`src/rtl/sw_port_pkg.sv`:
```
// sw_port_pkg: shared switch-port constants and the per-bit debounce state.
//   SW_WIDTH          switch count (bit 8 = mode, bits 7:0 = data byte)
//   DB_CYCLES_DEFAULT default number of stable cycles needed to accept a change
//   db_state_t        STABLE (synchronized level matches output) / COUNTING
package sw_port_pkg;

    localparam int SW_WIDTH          = 9;
    localparam int DB_CYCLES_DEFAULT = 16;

    typedef enum logic {STABLE, COUNTING} db_state_t;

    // Counter width is max(1, clog2(cycles)); terminal count cycles-1 always fits.
    function automatic int cnt_width(input int cycles);
        return ($clog2(cycles) > 1) ? $clog2(cycles) : 1;
    endfunction

endpackage

```
`src/rtl/sw_input_port_if.sv`:
```
// sw_input_port_if: switch-port signal bundle.
//   sw_pin     raw asynchronous switch levels (into the port)
//   sw         conditioned switch value (out of the port)
//   sw_changed one-cycle pulse when any bit of sw changes
//   sw_event   sticky change flag
//   sw_ack     clears sw_event
// Modports: master = the environment driving the pins, slave = sw_input_port.
interface sw_input_port_if import sw_port_pkg::*; #(
    parameter int n = SW_WIDTH
);

    logic [n-1:0] sw_pin;
    logic [n-1:0] sw;
    logic         sw_changed;
    logic         sw_event;
    logic         sw_ack;

    modport master (output sw_pin, sw_ack, input sw, sw_changed, sw_event);
    modport slave  (input sw_pin, sw_ack, output sw, sw_changed, sw_event);

endinterface

```
`src/rtl/sw_debounce_bit.sv`:
```
// sw_debounce_bit: one switch bit -- two-flop synchronizer plus optional debounce counter.
//   clk, reset  clock and synchronous active-high reset
//   i_pin       raw asynchronous pin level
//   o_sw        conditioned output bit
//   o_upd       high in the cycle before o_sw toggles (o_sw takes the new value at the next edge)
// Build option: define SW_DEBOUNCE_EN to enable the debounce counter; otherwise o_sw is the
// second synchronizer flop.
module sw_debounce_bit import sw_port_pkg::*; #(
    parameter int db_cycles = DB_CYCLES_DEFAULT
) (
    input  logic clk,
    input  logic reset,
    input  logic i_pin,
    output logic o_sw,
    output logic o_upd
);

    if (db_cycles < 2 || db_cycles > 65535) begin : g_bad_db
        $error("sw_debounce_bit: db_cycles must be within 2..65535");
    end

    logic r_sync1;
    logic r_sync2;

`ifdef SW_DEBOUNCE_EN

    localparam int            CW   = cnt_width(db_cycles);
    localparam logic [CW-1:0] TERM = CW'(db_cycles - 1);

    logic [CW-1:0] r_cnt;
    logic          r_sw;
    db_state_t     w_state;

    always_comb w_state = (r_sync2 == r_sw) ? STABLE : COUNTING;

    // The change is accepted on the db_cycles-th consecutive mismatch edge.
    assign o_upd = (w_state == COUNTING) && (r_cnt == TERM);
    assign o_sw  = r_sw;

    always_ff @(posedge clk) begin
        if (reset) begin
            r_sync1 <= 1'b0;
            r_sync2 <= 1'b0;
            r_sw    <= 1'b0;
            r_cnt   <= '0;
        end else begin
            r_sync1 <= i_pin;
            r_sync2 <= r_sync1;
            if (w_state == STABLE) begin
                r_cnt <= '0;
            end else if (o_upd) begin
                r_sw  <= r_sync2;
                r_cnt <= '0;
            end else begin
                r_cnt <= r_cnt + 1'b1;
            end
        end
    end

`else

    // Without debounce the output is the second synchronizer flop itself,
    // so it changes whenever the two flops disagree.
    assign o_sw  = r_sync2;
    assign o_upd = r_sync1 ^ r_sync2;

    always_ff @(posedge clk) begin
        if (reset) begin
            r_sync1 <= 1'b0;
            r_sync2 <= 1'b0;
        end else begin
            r_sync1 <= i_pin;
            r_sync2 <= r_sync1;
        end
    end

`endif

endmodule

```
`src/rtl/sw_input_port.sv`:
```
// sw_input_port: conditions n raw switch pins into a clean sw value with change pulse and sticky event.
//   clk, reset  clock and synchronous active-high reset
//   bus         sw_input_port_if.slave: sw_pin in, sw out, sw_changed/sw_event out, sw_ack in
// Build option: SW_DEBOUNCE_EN enables per-bit debouncing (latency 2+db_cycles edges);
// without it sw is the synchronized pin value (latency 2 edges).
module sw_input_port import sw_port_pkg::*; #(
    parameter int n         = SW_WIDTH,
    parameter int db_cycles = DB_CYCLES_DEFAULT
) (
    input logic            clk,
    input logic            reset,
    sw_input_port_if.slave bus
);

    logic [n-1:0] w_sw;
    logic [n-1:0] w_upd;
    logic         r_changed;
    logic         r_event;

    for (genvar i = 0; i < n; i++) begin : g_bit
        sw_debounce_bit #(
            .db_cycles(db_cycles)
        ) u_bit (
            .clk   (clk),
            .reset (reset),
            .i_pin (bus.sw_pin[i]),
            .o_sw  (w_sw[i]),
            .o_upd (w_upd[i])
        );
    end

    assign bus.sw         = w_sw;
    assign bus.sw_changed = r_changed;
    assign bus.sw_event   = r_event;

    // Both flags are registered from the update strobes, so they appear in the
    // same cycle sw shows the new value; simultaneous bit updates give one pulse.
    // A coinciding ack loses to a new update.
    always_ff @(posedge clk) begin
        if (reset) begin
            r_changed <= 1'b0;
            r_event   <= 1'b0;
        end else begin
            r_changed <= |w_upd;
            r_event   <= (|w_upd) | (r_event & ~bus.sw_ack);
        end
    end

endmodule

```
`src/flat_wrapper.sv`:
```
// flat-port wrapper written by rule: the top's interface ports become plain ports
module sw_input_port_flat import sw_port_pkg::*;
#(
    parameter int n         = SW_WIDTH,
    parameter int db_cycles = DB_CYCLES_DEFAULT
)
  (clk, reset, bus_sw_pin, bus_sw_ack, bus_sw, bus_sw_changed, bus_sw_event);
  sw_input_port_if #(.n(n)) bus_i ();
  input logic clk;
  input logic reset;
  input wire logic [$bits(bus_i.sw_pin)-1:0] bus_sw_pin;
  input wire logic [$bits(bus_i.sw_ack)-1:0] bus_sw_ack;
  output wire logic [$bits(bus_i.sw)-1:0] bus_sw;
  output wire logic [$bits(bus_i.sw_changed)-1:0] bus_sw_changed;
  output wire logic [$bits(bus_i.sw_event)-1:0] bus_sw_event;
  assign bus_i.sw_pin = bus_sw_pin;
  assign bus_i.sw_ack = bus_sw_ack;
  assign bus_sw = bus_i.sw;
  assign bus_sw_changed = bus_i.sw_changed;
  assign bus_sw_event = bus_i.sw_event;
  sw_input_port #(.n(n), .db_cycles(db_cycles)) u_core (.clk(clk), .reset(reset), .bus(bus_i));
endmodule
```
`config.mk`:
```
export PLATFORM = sky130hd
export DESIGN_NAME = sw_input_port_flat
export DESIGN_NICKNAME = d
export VERILOG_FILES = /design/src/rtl/sw_port_pkg.sv /design/src/rtl/sw_input_port_if.sv /design/src/rtl/sw_debounce_bit.sv /design/src/rtl/sw_input_port.sv /design/src/flat_wrapper.sv
export SDC_FILE = /design/constraint.sdc
export NUM_CORES = 1
export LEC_CHECK = 0
export ABC_AREA = 0
export CORE_UTILIZATION = 43
export DETAILED_ROUTE_END_ITERATION = 8
export MAX_ROUTING_LAYER = met4
export PLACE_DENSITY = 0.83
export SLEW_MARGIN = 10
export SYNTH_ARGS = -nofsm -noshare
export SYNTH_HDL_FRONTEND = slang
export SYNTH_SLANG_ARGS = --single-unit
export TNS_END_PERCENT = 100
```
`constraint.sdc`:
```
create_clock -name clk -period 1.4 [get_ports clk]
set_input_delay 0.35 -clock clk [delete_from_list [all_inputs] [get_ports clk]]
set_output_delay 0.35 -clock clk [all_outputs]
set_load 0.05 [all_outputs]
```
Fig. 1: run 1, floorplan with the power grid
Pins as bars on the die edge.
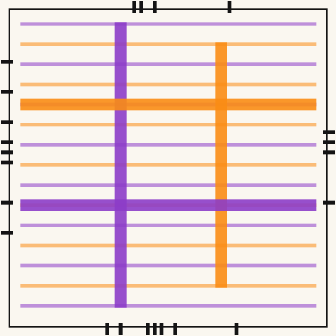
net	colour
VDD	orange
VSS	purple
met1 rails	15
rows	14
signal pins	23
met4 straps	2
met5 straps	2

Fig. 2: run 1, cell classes on the final placement
Bar = 10 um.
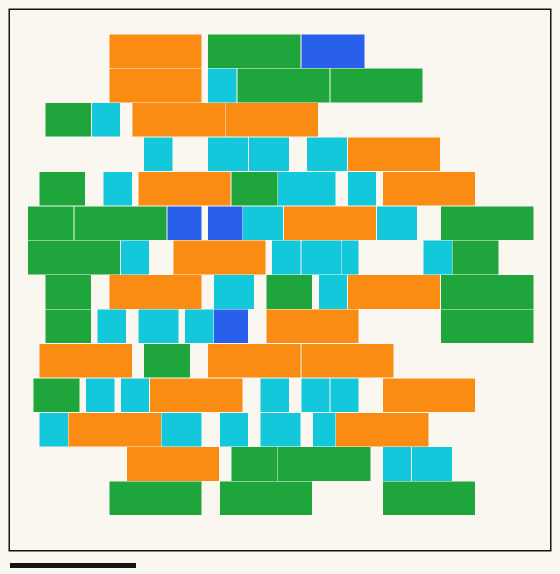
class	colour	cells	share of their area
all other logic	cyan	33	23%
flops	orange	20	39%
other buffers and delay cells	green	23	34%
clock drivers and dummy loads	blue	4	3.5%

==> Changelog: implementation, run 1 <==
### Metrics

* Met1 Usage GRT at 12.7%
* Met2 Use GR at between 20 and 25%
* WL/cell at 10.2 um
* Seq/total area at 38.4%
* Placed cells at 92
* Pre-CTS WS at 0.186 ns
* GR peak layer: met2
* Cell depth of the worst flop-to-flop path at 3
* Multi-input gate area at 236 um2
* Mux contribution to synthesized area at 0%
* H-tree depth at 1
* Flop area at 400 um2
* WL met2 at roughly 550 um
* Non-clock buffer share at 33.6%
* Global-route track usage on met3 at 3.83%
* Adder share at 0%
* RSZ-0062 raised after global routing: false
* Non-Filler Instances at 96
* P_leak at about 0.45 nW
* Pins over their slew limit at 0
* EDFF count, synth at 0
* Largest net degree at the start of global routing at 21
* Multi-input gates at 33
* Seq cells at 20
* PD cells at 1090 nW/um2
* Layout cells sized above 1 at 22.5%
* Initial Utilization at 46.7%
* Clock group share of total power at 27.7%
* Clock network share of area at 3.48%
* # IOs at 23
* WL met3 at roughly 40 um
* Status: finished, final reports clean
* CTS Buf Count at 3
* Worst R2R Setup Slack at 0.29 ns
* Psw at 0.267 mW
* CP Cell Sequence: buf_12
* GRT Overall Usage at 12.9%
* CP Depth at 1
* Top delay family on crit path: flip-flops
* Clk_lat worst skew at around 0.28 ns
* FP Rows at 14
* Met1 wire length at 389 um
* DR vias at 430
* Cell Area, Placed at 1010 um2
* Logic share of the area at 22.7%
* Switching share of power at between 20% and 30%
* Slew margin rel. at 83.3%
* CP Launch Type: flip-flop
* Register area share after synthesis at 56.2%
* Seq pwr share at 54.9%
* CP max stage delay at 0.42 ns
* Inverters at 0
* Worst-path maximum fanout at 2
* First-pass GRT wire length at 1680 um
* Fillers at around 110
* Cell internal pwr at 0.868 mW
* Clock transition at path regs at 0.10 ns
Fig. 3: run 1, clock wires, drivers and flops
Bar = 10 um.
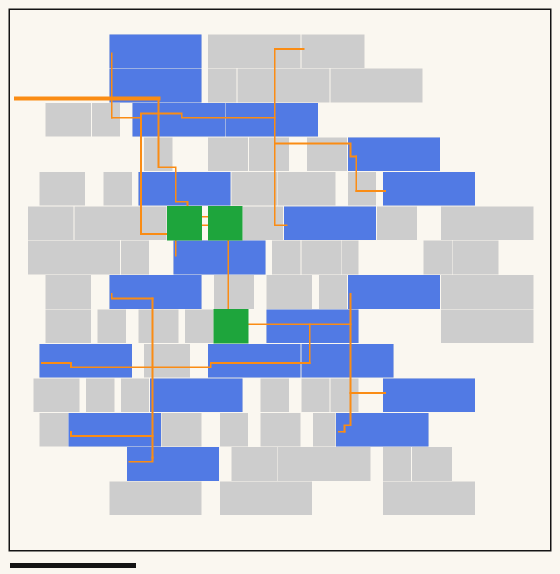
[clock wires] orange | length: 175 um
[cells driving clock nets] green | count: 3
[flip-flops] blue | count: 20
routed clock nets	4

-- run 1: power groups by stage --
stage	combinational, mW	sequential (mW)	clock (mW)
detailed placement	0.200	0.636	0
global route	0.210	0.626	0.344
CTS	0.201	0.623	0.323
global placement	0.198	0.634	0
floorplan	0.101	0.638	0
finish	0.198	0.623	0.314
-- run 1: layout by cell type (no fill, tap or decap) --
master and count:
nor2b_2 1, nor3_1 1, dfxtp_1 20, nor2b_1 17
clkbuf_4 3, nor2_1 1, clkdlybuf4s50_1 11, clkbuf_8 1
nand2b_1 1, a41oi_1 1, xor2_1 9, buf_12 12
a31oi_1 1, nor4_2 1
-- run 1: sequential cells by signal (all words and copies together) (netlist names) --
register                    count
u_core.g_bit.u_bit.r_sync1      9
u_core.bus.sw_event             1
u_core.g_bit.u_bit.o_sw         9
u_core.bus.sw_changed           1
--- run 2 (diff from run 1) ---
SLEW_MARGIN = 20   (was 10)
Fig. 4: run 2, cell classes on the final placement
Bar = 10 um.
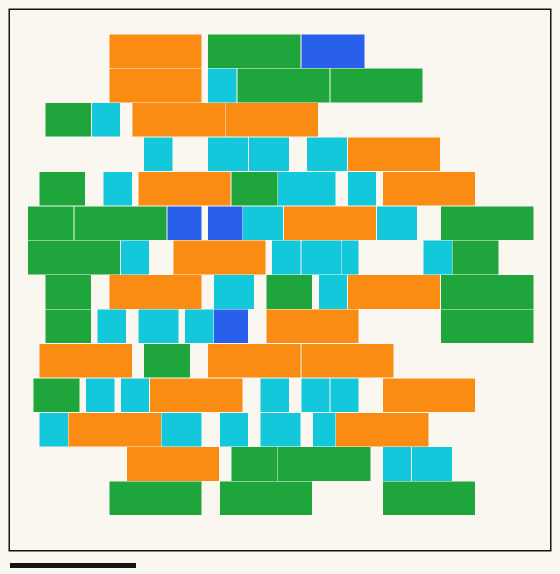
class	colour	cells	share of their area
other buffers and delay cells	green	23	34%
clock drivers and dummy loads	blue	4	3.5%
flops	orange	20	39%
all other logic	cyan	33	23%

Fig. 5: run 2, clock wires, drivers and flops
Bar = 10 um.
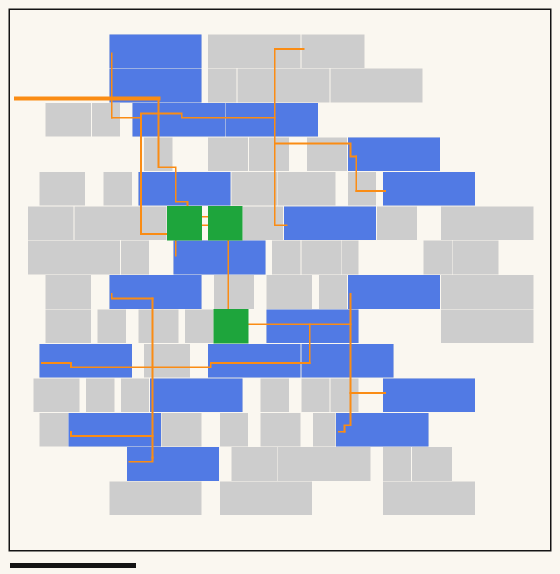
[clock wires] orange | length: 175 um
[flip-flops] blue | count: 20
[cells driving clock nets] green | count: 3
routed clock nets	4

==> Changelog: implementation, run 2 <==
### Metrics

* Status: finished, final reports clean
* Non-Filler Instances at 96
* PD cells at ~1100 nW/um2
* Seq/total area at a little under two fifths
* Fillers at approximately 110
* Seq pwr share at a little over half
* ANT nets after route at 0
* GR peak layer: met2
* Seq pwr at 0.623 mW
* Most frequent cells in the layout: dfxtp_1, nor2b_1, buf_12, clkdlybuf4s50_1, xor2_1
* Buffers, non-clock at 23
* Met1 wire length at 389 um
* Max frequency at 827 MHz
* Post-layout minimum cycle time at 1.21 ns
* GRT Overall Usage at between 10% and 20%
* Psw at 0.267 mW
* Dominant logic cell type in the layout: dfxtp_1
* P_comb at about 0.2 mW
* Multi-input gates at 33
* N_taps at 16
* Ys cells at between 60 and 70
* Cell Area, Placed at 1010 um2
* Distinct cells, synth at 12
* EDFF count, synth at 0
* Flop area at 400 um2
* Non-clock buffer share at 33.6%
* CP max stage delay at about 0.42 ns
* Cell internal pwr at around 0.87 mW
* Most frequent cell after synthesis: dfxtp_1
* Final GP Congestion at 0.671
* # IOs at 23
* Tool warnings at 26
* Met1 Usage GRT at 12.7%
* Cell area after layout at roughly 1000 um2
* Largest Pwr Group: sequential cells
* Syn avg cell area at roughly 11 um2
* DR vias at 430
* Pre-CTS WS at 0.186 ns
* Layout cells sized above 1 at 22.5%
* RSZ-0062 raised after global routing: false
* H-tree depth at 1
* Slew margin rel. at 83.3%
* Switching share of power at a little under a quarter
* Top delay family on crit path: flip-flops
* DR iter-0 viols at 2
* Comb power frac at between 10% and 20%
* Final antenna diode count at 0
* WL/cell at 10.2 um
* Post-cts sizing count at 0
* CP Launch Type: flip-flop
* Met2 Use GR at between 20% and 30%
* Setup TNS Final at 0 ns
* TritonCTS clock tree: yes
* Max IR drop VDD at 0.728 mV
* Clock transition at path regs at 0.10 ns
* WL met3 at 40 um
* WL final at 977 um
* Die area at around 1800 um2
* Skew final at roughly 0.0027 ns
* Logic share of the area at a little under a quarter
* Clock group share of total power at 27.7%
* Grt total ovfl at 0
* Placed cells at 92
* Seq cells at 20
* WS Path Type: reg -> out
* Multi-input gate area at 236 um2
* Register area share after synthesis at a little under three fifths
* Worst-path maximum fanout at 2
* WL met2 at 548 um
* Initial antenna violation count at 0
* Initial Utilization at 46.7%
* First-pass GRT wire length at around 1700 um
* Critical path arrival at 0.86 ns
* FP Rows at 14
* Cycle use final at about 86%
* Largest net degree at the start of global routing at 21
* Inverters at 0
* P_clk at 0.314 mW
* DR pass1 iterations at 2
* CP Cell Sequence: buf_12
* P_leak at roughly 0.45 nW
* Setup violation total in the final timing report at 0
* Clock network share of area at 3.48%
* Clk_lat worst skew at 0.28 ns
* CTS Buf Count at 3
* Global-route track usage on met3 at between 3 and 4%
* Pins over their slew limit at 0
==> run 2: cell counts after synthesis <==
No cell type changed its count.
==> run 2: cells by family after synthesis <==
family / count (synthesis) / share of synthesized area (%)
buf+inv: 11 / 10.5
compound gates: 2 / 2.11
xor+xnor: 9 / 11.1
flops: 20 / 56.2
simple gates: 22 / 20.0
==> run 2: path summary, 6_finish.rpt <==
kind                                 startpoint                    endpoint  slack [ns]  cells past startpoint
setup / recovery     u_core.g_bit[6].u_bit.o_sw                   bus_sw[6]        0.19                      1
hold / removal    u_core.g_bit[1].u_bit.r_sync1  u_core.g_bit[1].u_bit.o_sw        0.49                      1
setup reg to reg     u_core.g_bit[5].u_bit.o_sw         u_core.bus.sw_event        0.29                      3
hold reg to reg   u_core.g_bit[1].u_bit.r_sync1  u_core.g_bit[1].u_bit.o_sw        0.49                      1
No activity file was given, so power comes from the tool's default toggle rates.
